### config.mk
export PLATFORM = sky130hd
export DESIGN_NAME = fifo_wptr_full
export DESIGN_NICKNAME = d
export VERILOG_FILES = /design/src/rtl/fifo_wptr_full.sv
export SDC_FILE = /design/constraint.sdc
export NUM_CORES = 1
export LEC_CHECK = 0
export CAP_MARGIN = 10
export CORE_MARGIN = 2
export CORE_UTILIZATION = 45
export CTS_CLUSTER_SIZE = 28
export DETAILED_ROUTE_END_ITERATION = 16
export PLACE_DENSITY = 0.72
export SETUP_SLACK_MARGIN = 0.1
export SLEW_MARGIN = 25
export SYNTH_ARGS = -nofsm -noshare
export SYNTH_HDL_FRONTEND = slang
export SYNTH_SLANG_ARGS = --single-unit
### constraint.sdc
create_clock -name w_clk -period 2.4 [get_ports w_clk]
set_input_delay 0.72 -clock w_clk [delete_from_list [all_inputs] [get_ports w_clk]]
set_output_delay 0.72 -clock w_clk [all_outputs]
set_load 0.005 [all_outputs]
### src/rtl/fifo_wptr_full.sv
`default_nettype none
// ============================================================================
//  Module      : fifo_wptr_full
//  Description : Write-domain pointer / full-flag generator of an async FIFO.
//                Synchronizes the read Gray pointer into w_clk, advances the
//                binary and Gray write pointers, and derives the fill level,
//                full, almost-full and overflow indications.
//  Revision    : 1.0  initial release
// ============================================================================
module fifo_wptr_full #(
  parameter int DEPTH    = 8,
  parameter int PTR_WD   = 3,
  parameter int AFULL_TH = 6
) (
  input  logic              w_clk,
  input  logic              w_rst_n,
  input  logic              w_enbl,
  input  logic [PTR_WD:0]   rd_gray_ptr,
  output logic [PTR_WD:0]   bin_wr_ptr,
  output logic [PTR_WD:0]   gray_wr_ptr,
  output logic              full_flag,
  output logic              almost_full,
  output logic [PTR_WD:0]   wr_level,
  output logic              overflow
);

  localparam logic [PTR_WD:0] c_afull_th = (PTR_WD+1)'(AFULL_TH);

  // Two-stage synchronizer for the read Gray pointer
  logic [PTR_WD:0] rq1_q, rq2_q;

  // Write-domain state registers and their next-state values
  logic [PTR_WD:0] bin_q,   bin_d;
  logic [PTR_WD:0] gray_q,  gray_d;
  logic [PTR_WD:0] level_q, level_d;
  logic            full_q,  full_d;
  logic            afull_q, afull_d;
  logic            ovf_q,   ovf_d;

  logic            wr_acc;
  logic [PTR_WD:0] rbin;
  logic [PTR_WD:0] full_cmp;

  // Bring the asynchronous read pointer into w_clk; only rq2_q is consumed
  always_ff @(posedge w_clk or negedge w_rst_n) begin
    if (!w_rst_n) begin
      rq1_q <= '0;
      rq2_q <= '0;
    end else begin
      rq1_q <= rd_gray_ptr;
      rq2_q <= rq1_q;
    end
  end

  // Next-pointer arithmetic, Gray-to-binary of the synced read pointer, flags
  always_comb begin
    wr_acc = w_enbl && !full_q;
    bin_d  = bin_q + (PTR_WD+1)'(wr_acc);
    gray_d = bin_d ^ (bin_d >> 1);

    // Each binary bit is the XOR of all Gray bits from the MSB down to it
    rbin = '0;
    for (int i = 0; i <= PTR_WD; i++) begin
      rbin[i] = ^(rq2_q >> i);
    end

    // Full when the write pointer is exactly one lap ahead of the read pointer
    full_cmp = {~rq2_q[PTR_WD:PTR_WD-1], rq2_q[PTR_WD-2:0]};
    full_d   = (gray_d == full_cmp);
    level_d  = bin_d - rbin;
    afull_d  = (level_d >= c_afull_th);
    ovf_d    = w_enbl && full_q;
  end

  // Register pointers and flags; full rises on the same edge as the last write
  always_ff @(posedge w_clk or negedge w_rst_n) begin
    if (!w_rst_n) begin
      bin_q   <= '0;
      gray_q  <= '0;
      level_q <= '0;
      full_q  <= 1'b0;
      afull_q <= 1'b0;
      ovf_q   <= 1'b0;
    end else begin
      bin_q   <= bin_d;
      gray_q  <= gray_d;
      level_q <= level_d;
      full_q  <= full_d;
      afull_q <= afull_d;
      ovf_q   <= ovf_d;
    end
  end

  assign bin_wr_ptr  = bin_q;
  assign gray_wr_ptr = gray_q;
  assign full_flag   = full_q;
  assign almost_full = afull_q;
  assign wr_level    = level_q;
  assign overflow    = ovf_q;

endmodule
`default_nettype wire

==> run summary, run 1 <==
Results of the flow run.

The number of antenna violations at the first check in global routing was 0. The number of nets handed over by synthesis was 74. Among the non-sequential cells, XOR/XNOR gates take the most area. In the post-synthesis netlist, the biggest area contributors are sky130_fd_sc_hd__dfrtp_1 63%, sky130_fd_sc_hd__ha_1 7.2%, sky130_fd_sc_hd__xnor2_1 7.0%. The final global-route overflow total stands at 0. The upper clock frequency limit stands at 466 MHz. The fraction of synthesized area in multiplexers stands at 0%. The largest net degree at the start of global routing stands at 23. For the worst setup path, the data required time is 2600 ps. The remaining antenna violation count after routing stands at 0.

Setup repair after global routing left no endpoint under its margin. The total cell area reported by yosys after synthesis stands at between 800 and 900 um^2. For this design, the slowest cell found on the critical path is sky130_fd_sc_hd__ha_4.

The synthesis report lists the Yosys warning total as 0. In this run the core area contains 15 standard-cell rows. The number of I/O port buffers stands at 21.

In this run switching power makes up 31.0% of total power. The slack of the worst reg-to-reg path stands at 260 ps. At the worst endpoint, the arrival time is between 2000 and 2500 ps. The register area share after synthesis stands at 63.1%. The unique cell type count in the Yosys netlist stands at 18.

The post-placement setup slack stands at -471 ps. The number of stages on the worst setup path stands at 11. The flow reported a cell area power density of 1450 nW/um^2.

Counting cells, the worst reg-to-reg path comes to 7. The final-stage net count stands at 108. The floorplan step defined a die boundary enclosing 2310 um^2. The detailed-routing wirelength on met1 stands at a little under 500 um. The number of hold-repair buffers added at the cts stage stands at 0. Per STA, the endpoint of the critical path is almost_full. The largest part of the power goes to combinational logic.

Per the gpl log, the routability congestion estimate is 0.685. The setup clock skew after layout stands at between 1 and 1.5 ps. Once the floorplan was initialized, standard cells occupied 48.9% of the core.

After detailed routing, the number of vias per cell comes to 4.56. The number of post-CTS setup repair buffers stands at 0. The critical path is of the in2reg type. The worst hold path terminates at rq2_q[1]. By instance count after routing, the leading logic cell types are 22 x sky130_fd_sc_hd__dfrtp_1, 20 x sky130_fd_sc_hd__clkdlybuf4s50_1, 9 x sky130_fd_sc_hd__buf_4. The post-route fraction of the period consumed by the critical path stands at 89.4%. The number of iterations in the first detailed-routing pass stands at 3. In this run, the combinational gates consume 57.9% of the power. Sequential power for this build is 0.579 mW. The global routing report lists met3 layer usage as 2.26%.

The final period demand of the worst path stands at roughly 2100 ps. The final antenna diode count stands at 0. Summed over all failing endpoints, the final setup total negative slack is 0 ps. The die is 48.0 um tall. The flow reports that sequential cells draw between 30% and 40% of the design power. The switching component of the power was reported as 0.568 mW. In this run the worst path has a maximum fanout of 3. Signal nets in the final route climb as high as met4. The placeable core area stands at 1780 um^2. Summing over the stages, the warning tally comes to 27. The worst path meets setup with 255 ps of slack. The number of placed instances, taps included, is ~120. STA lists the startpoint of the worst hold path as rq1_q[1]. In this run, the synthesized area fraction spent on xor and xnor cells is recorded as 15.6%. CTS built an H-tree with a depth of 1. The simple-gate portion of the synthesized area stands at 5.02%. The clock network power share stands at a little over a tenth. The total leakage power stands at around 0.57 nW.

The timing report shows the most common cell along the critical path to be sky130_fd_sc_hd__ha_4. After detailed routing, the met3 layer carries slightly above 70 um of wire. The maximum buffer depth of the clock tree stands at 2. The run finished with clean final reports. The first-pass GRT wire length stands at roughly 1900 um. In this run the worst setup path begins at w_enbl. The worst setup path is captured at a register. In the final report, the number of endpoints failing setup comes to 0. The aoi/oai-family share of the synthesized area stands at about 2.9%. Across all hold checks on the routed design, the worst slack comes to 360 ps. The post-synth design cell area stands at between 800 and 900 um^2. The slew at the pin with the worst max-slew slack stands at 294 ps.

The final standard cell area without fillers stands at 1260 um^2. The min-delay analysis places its worst path in the category reg2reg. The final instance count without filler cells stands at around 120. The number of cells on the worst hold path is listed as 0.
run 1: synth_stat cells:
cell / instances
sky130_fd_sc_hd__dfrtp_1: 22
sky130_fd_sc_hd__nand3_1: 3
sky130_fd_sc_hd__xor2_1: 4
sky130_fd_sc_hd__or3_1: 2
sky130_fd_sc_hd__nor2b_1: 1
sky130_fd_sc_hd__xnor2_2: 1
sky130_fd_sc_hd__xor3_1: 1
sky130_fd_sc_hd__o21ai_0: 1
sky130_fd_sc_hd__ha_1: 5
sky130_fd_sc_hd__buf_4: 1
sky130_fd_sc_hd__a21oi_1: 1
sky130_fd_sc_hd__inv_1: 7
sky130_fd_sc_hd__a22oi_1: 1
sky130_fd_sc_hd__nand2_1: 1
sky130_fd_sc_hd__a21o_1: 1
sky130_fd_sc_hd__and2_1: 1
sky130_fd_sc_hd__xnor2_1: 7
sky130_fd_sc_hd__fa_1: 1
run 1: sequential cells by signal, summed over array words and instances (netlist names):
signal       cells
gray_wr_ptr      3
rq2_q            4
overflow         1
full_flag        1
almost_full      1
wr_level         4
rq1_q            4
bin_wr_ptr       4
run 1: worst register-to-register path, cell delays in order (launching register included):
cell,delay (ps)
sky130_fd_sc_hd__dfrtp_1,430
sky130_fd_sc_hd__xnor2_1,250
sky130_fd_sc_hd__xor2_1,300
sky130_fd_sc_hd__xnor2_1,110
sky130_fd_sc_hd__ha_1,220
sky130_fd_sc_hd__fa_1,390
sky130_fd_sc_hd__xnor2_1,150
sky130_fd_sc_hd__a21o_1,180
run 1: area by class of cell:
type,instances,area (um^2)
Timing Repair Buffer,30,273
Sequential cell,22,551
Fill cell,131,522
Multi-Input combinational cell,31,344
Clock buffer,4,36.3
Inverter,7,26.3
Tap cell,25,31.3
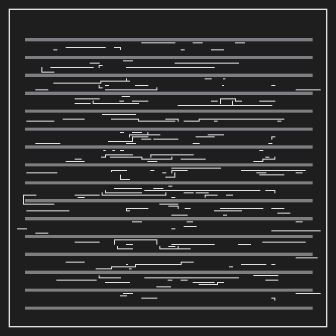
Run 1: signal wires on met1
Supply wires on this layer in grey.
main direction	horizontal
longest straight run	17.5 um
wire length on this layer	495 um
share of all routed wire	42%
nets with wire on the layer	90
routed wire length: 1170 um
Vias: 543
Global Route met1 Usage: 14.4%

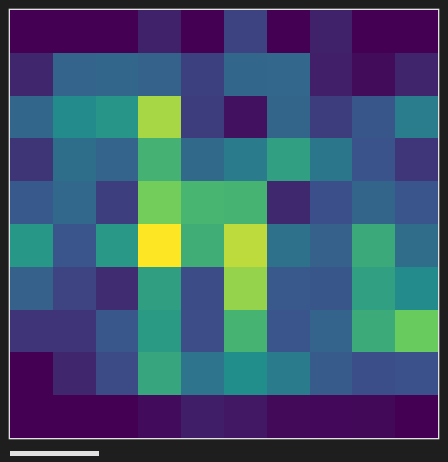
Run 1: routed metal per tile
Bar = 10 um. The die is cut into 10 by 10 equal tiles; dark purple is low, yellow is high, scaled to the fullest tile. Values are wire area over tile area, all layers added.
fullest tile	0.28
nearly empty tiles	12%
tiles over half the peak	21%
mean over tiles	0.083
densest ninth of the die	centre
average wire length per cell after detail routing: 9.86 um
GRT Total Usage: 12.7%

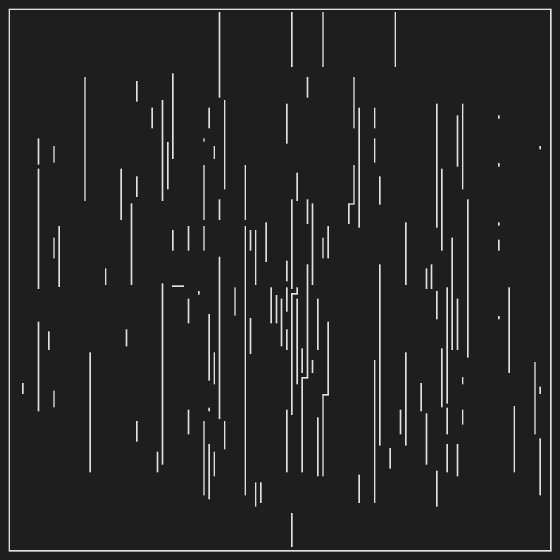
Run 1: signal wires on met2
main direction	vertical
share of all routed wire	48%
longest straight run	23.8 um
wire length on this layer	566 um
GR met2 Demand/Resource: 21.1%

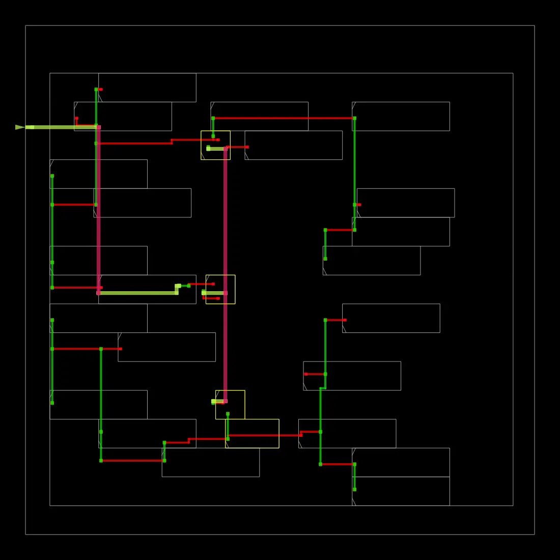
Run 1: clock routing
clk latency late pin: 300 ps
Clock Power: 0.192 mW
clkbuf count: 4
clock tree sinks: 22

--- run 2 (diff from run 1) ---
--- a/config.mk
+++ b/config.mk
@@ -5,6 +5,7 @@
 export SDC_FILE = /design/constraint.sdc
 export NUM_CORES = 1
 export LEC_CHECK = 0
+export ABC_CLOCK_PERIOD_IN_PS = 2400
 export CAP_MARGIN = 10
 export CORE_MARGIN = 2
 export CORE_UTILIZATION = 45
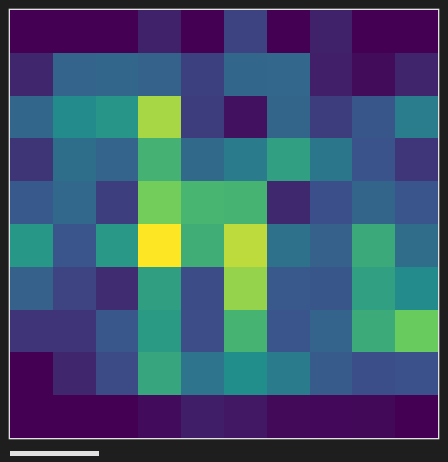
Run 2: routed metal per tile
Bar = 10 um. The die is cut into 10 by 10 equal tiles; dark purple is low, yellow is high, scaled to the fullest tile. Values are wire area over tile area, all layers added.
mean over tiles	0.083
fullest tile	0.28
tiles over half the peak	21%
densest ninth of the die	centre

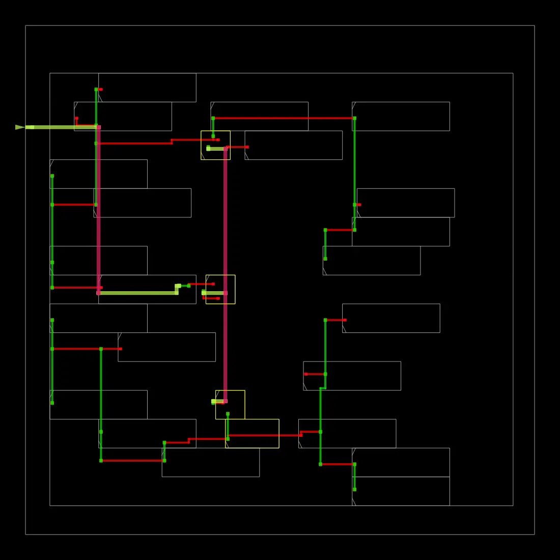
Run 2: clock routing
final setup skew: 1.49 ps
Inserted Clock Buffers: 3
total number of sequential cells: 22

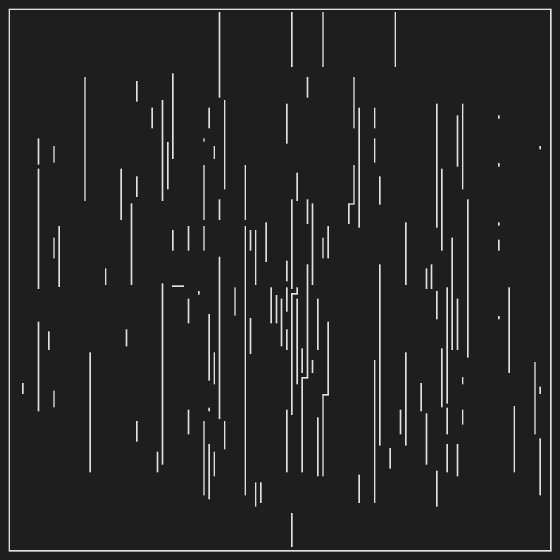
Run 2: signal wires on met2
longest straight run	23.8 um
wire length on this layer	566 um
nets with wire on the layer	96
share of all routed wire	48%
main direction	vertical

==> run summary, run 2 <==
Results of the flow run.

The top cell type in the final layout, fill and taps aside, is sky130_fd_sc_hd__dfrtp_1. The final hold violation count recorded for this run is 0. STA classifies the critical path endpoint as a register. For reference, the final report shows the max-slew violation count at 0. The largest stage delay on the critical path stands at 270 ps. The endpoint identified for the worst register-to-register timing path is almost_full.

The post-synthesis sequential element count stands at 22. The CTS clock-pin slew for the worst setup and hold paths stands at about 110 ps. The data required time at the worst endpoint stands at 2600 ps (about the same).

The final RePlAce weighted congestion was 0.685 (unchanged). The number of I/O port buffers came to 21 (unchanged). The maximum buffer depth of the clock tree stands at 2 (unchanged).

The final period demand of the worst path was 2150 ps (unchanged). The total cell area reported by yosys after synthesis was 872 um^2 (unchanged). After synthesis, the design contains 61 cells according to Yosys. The total leakage power stands at 0.573 nW (unchanged). By instance count, the cell type seen most on the critical path is sky130_fd_sc_hd__ha_4. The final-stage net count stands at 108 (unchanged).

The number of post-CTS setup repair buffers stands at 0 (unchanged). The commonest cells after synthesis are 22 x sky130_fd_sc_hd__dfrtp_1, 7 x sky130_fd_sc_hd__inv_1, 7 x sky130_fd_sc_hd__xnor2_1. The die boundary height is 48.0 um (unchanged). For reference, the critical path is captured by almost_full. Per STA, the worst path accumulates the most delay in the family adder cells.

In the layout the commonest cells are 22 x sky130_fd_sc_hd__dfrtp_1, 20 x sky130_fd_sc_hd__clkdlybuf4s50_1, 9 x sky130_fd_sc_hd__buf_4. The depth of the CTS H-tree came to 1 (unchanged). The simple-gate portion of the synthesized area was 5.02% (unchanged). The number of stages on the worst hold path came to 0 (unchanged). The post-placement setup slack stands at -471 ps (unchanged). TritonCTS built the clock tree. The total half-perimeter wirelength after legalization and detailed placement stands at 950 um. On the critical path, the stage with the largest delay is an instance of sky130_fd_sc_hd__ha_4. The number of warnings the tools reported was 27 (unchanged). For the worst reg-to-reg path, the startpoint reported by OpenROAD is rq2_q[3]. The number of hold-repair buffers added at the cts stage came to 0 (unchanged). The setup slack after layout is 255 ps (unchanged). The area share of xor/xnor cells in the synthesized design was 15.6% (unchanged). The final global-route overflow total is 0 (unchanged).

The critical path is of the in2reg type. The latest clock arrival within the worst-skew pair was 300 ps (about the same). The area of the die stands at 2310 um^2 (unchanged). The final standard cell area without fillers was 1260 um^2 (unchanged).

The slack of the worst reg-to-reg path is 260 ps (about the same). The synthesis stats list as the most numerous cell sky130_fd_sc_hd__dfrtp_1. The final antenna diode count stands at 0 (unchanged). The global router's overall resource usage stands at 12.7% (unchanged).

The aoi/oai-family share of the synthesized area is 2.87% (unchanged). The setup-violating endpoint count in the final report stands at 0 (unchanged). The first-pass GRT wire length is 1930 um (unchanged). The worst setup path is launched from an input port.

The register area share after synthesis is 63.1% (unchanged). For the worst min-delay path, the startpoint reported by OpenROAD is rq1_q[1]. The depth of the worst register-to-register path is 7 (unchanged). The remaining max-slew budget at the tightest pin stands at between 80% and 90%.

The total detailed-routing wirelength stands at 1170 um (unchanged). The number of cell rows was 15 (unchanged). The sum of buffers and inverters on the critical path stands at 2. The run finished with clean final reports.

The largest net degree at the start of global routing stands at 23 (unchanged). Yosys shows that the main logic family after synthesis is XOR/XNOR gates. The fraction of synthesized area in multiplexers came to 0% (unchanged).

The number of synthesized flops with an enable pin stands at 0 (unchanged). The worst path arrival time stands at 2350 ps (about the same). The number of antenna violations at the first check in global routing came to 0 (unchanged).

The largest fanout on the critical path is 3 (unchanged). The worst hold path belongs to the class reg2reg. The worst-case hold slack stands at 360 ps (unchanged).

The count of clock tree sinks is 22 (unchanged). The adder and majority gate portion of the synthesized area stands at a little under a tenth. Setup repair after global routing left no endpoint under its margin.

The placeable core area stands at 1780 um^2 (unchanged). The number of iterations in the first detailed-routing pass stands at 3 (unchanged). The remaining antenna violation count after routing is 0 (unchanged). Looking at the cell usage after synthesis, the top flip-flop cell is sky130_fd_sc_hd__dfrtp_1. The power per standard cell area is 1450 nW/um^2 (unchanged).

In this run the clock root is driven by a sky130_fd_sc_hd__clkbuf_4. The post-synth design cell area stands at 872 um^2 (unchanged). Yosys attributes the largest share of cell area to sky130_fd_sc_hd__dfrtp_1 63%, sky130_fd_sc_hd__ha_1 7.2%, sky130_fd_sc_hd__xnor2_1 7.0%. The number of stages on the worst setup path came to 11 (unchanged). The unique cell type count in the Yosys netlist stands at 18 (unchanged). The number of warnings reported in the yosys synthesis log came to 0 (unchanged). The post-route fraction of the period consumed by the critical path was 89.4% (unchanged). The via count of the first global-routing pass stands at 491.

The initial core utilization stands at 48.9% (unchanged). The detailed-route wire length per cell was 9.86 um (unchanged). According to the timing report, the critical path is launched from w_enbl. The slew at the pin with the worst max-slew slack came to 294 ps (unchanged).

The async set-or-reset flop fraction in the synthesized netlist stands at 100% (unchanged). The net count of the mapped netlist is 74 (unchanged). The total number of vias stands at 543 (unchanged). The biggest area contributor in the post-synthesis netlist is sky130_fd_sc_hd__dfrtp_1.

The upper clock frequency limit was 466 MHz (unchanged). The via-per-instance ratio stands at 4.56 (unchanged).
[run 2: cell counts in the layout (fill, tap and decap cells not counted)]
No cell type changed its count.
[run 2: area by class of cell]
type,count,area [um^2]
Fill cell,131,522
Inverter,7,26.3
Timing Repair Buffer,30,273
Sequential cell,22,551
Tap cell,25,31.3
Multi-Input combinational cell,31,344
Clock buffer,4,36.3
[run 2: cells by family (layout without fill, tap and decap cells)]
family          count (synthesis)  in the layout
compound gates                  4              4
fa+ha+maj                       6              6
buf+inv                         8             41
xor+xnor                       13             13
simple gates                    8              8
flops                          22             22
[run 2: power by group]
part | switching (mW) | internal [mW]
sequential | 0.0695 | 0.510
combinational | 0.400 | 0.661
clock | 0.0990 | 0.0925
total | 0.568 | 1.26
[run 2: metal layers]
metal	wire (um)	global-route usage, %
met4	39	9.73
met5	0	0
met2	566	21.1
met1	494	14.4
met3	72	2.26
[run 2: metrics by stage]
stage          total power [mW]  setup TNS [ps]  util (%)  cells
2_1_floorplan              1.18           -1.99         -     61
3_3_place_gp               1.63           -1200      68.0    115
3_5_place_dp               1.65           -1380      68.0    115
4_1_cts                    1.87               0      71.0    119
5_1_grt                    2.00               0      70.7    119
6_report                   1.83               0      70.7    119
[run 2: repair_timing]
item	CTS	global route
pin swaps	4	2
setup endpoints to repair	3	1
resized	5	1
[run 2: worst min path at each step]
stage,to,slack (ps)
after floorplan,rq2_q[0],330
after global placement,rq2_q[1],330
after detailed placement,rq2_q[1],340
after CTS,rq2_q[1],360
after global routing,rq2_q[1],370
final,rq2_q[1],360
Power figures rest on the tool's default switching activity, not on a simulated workload.
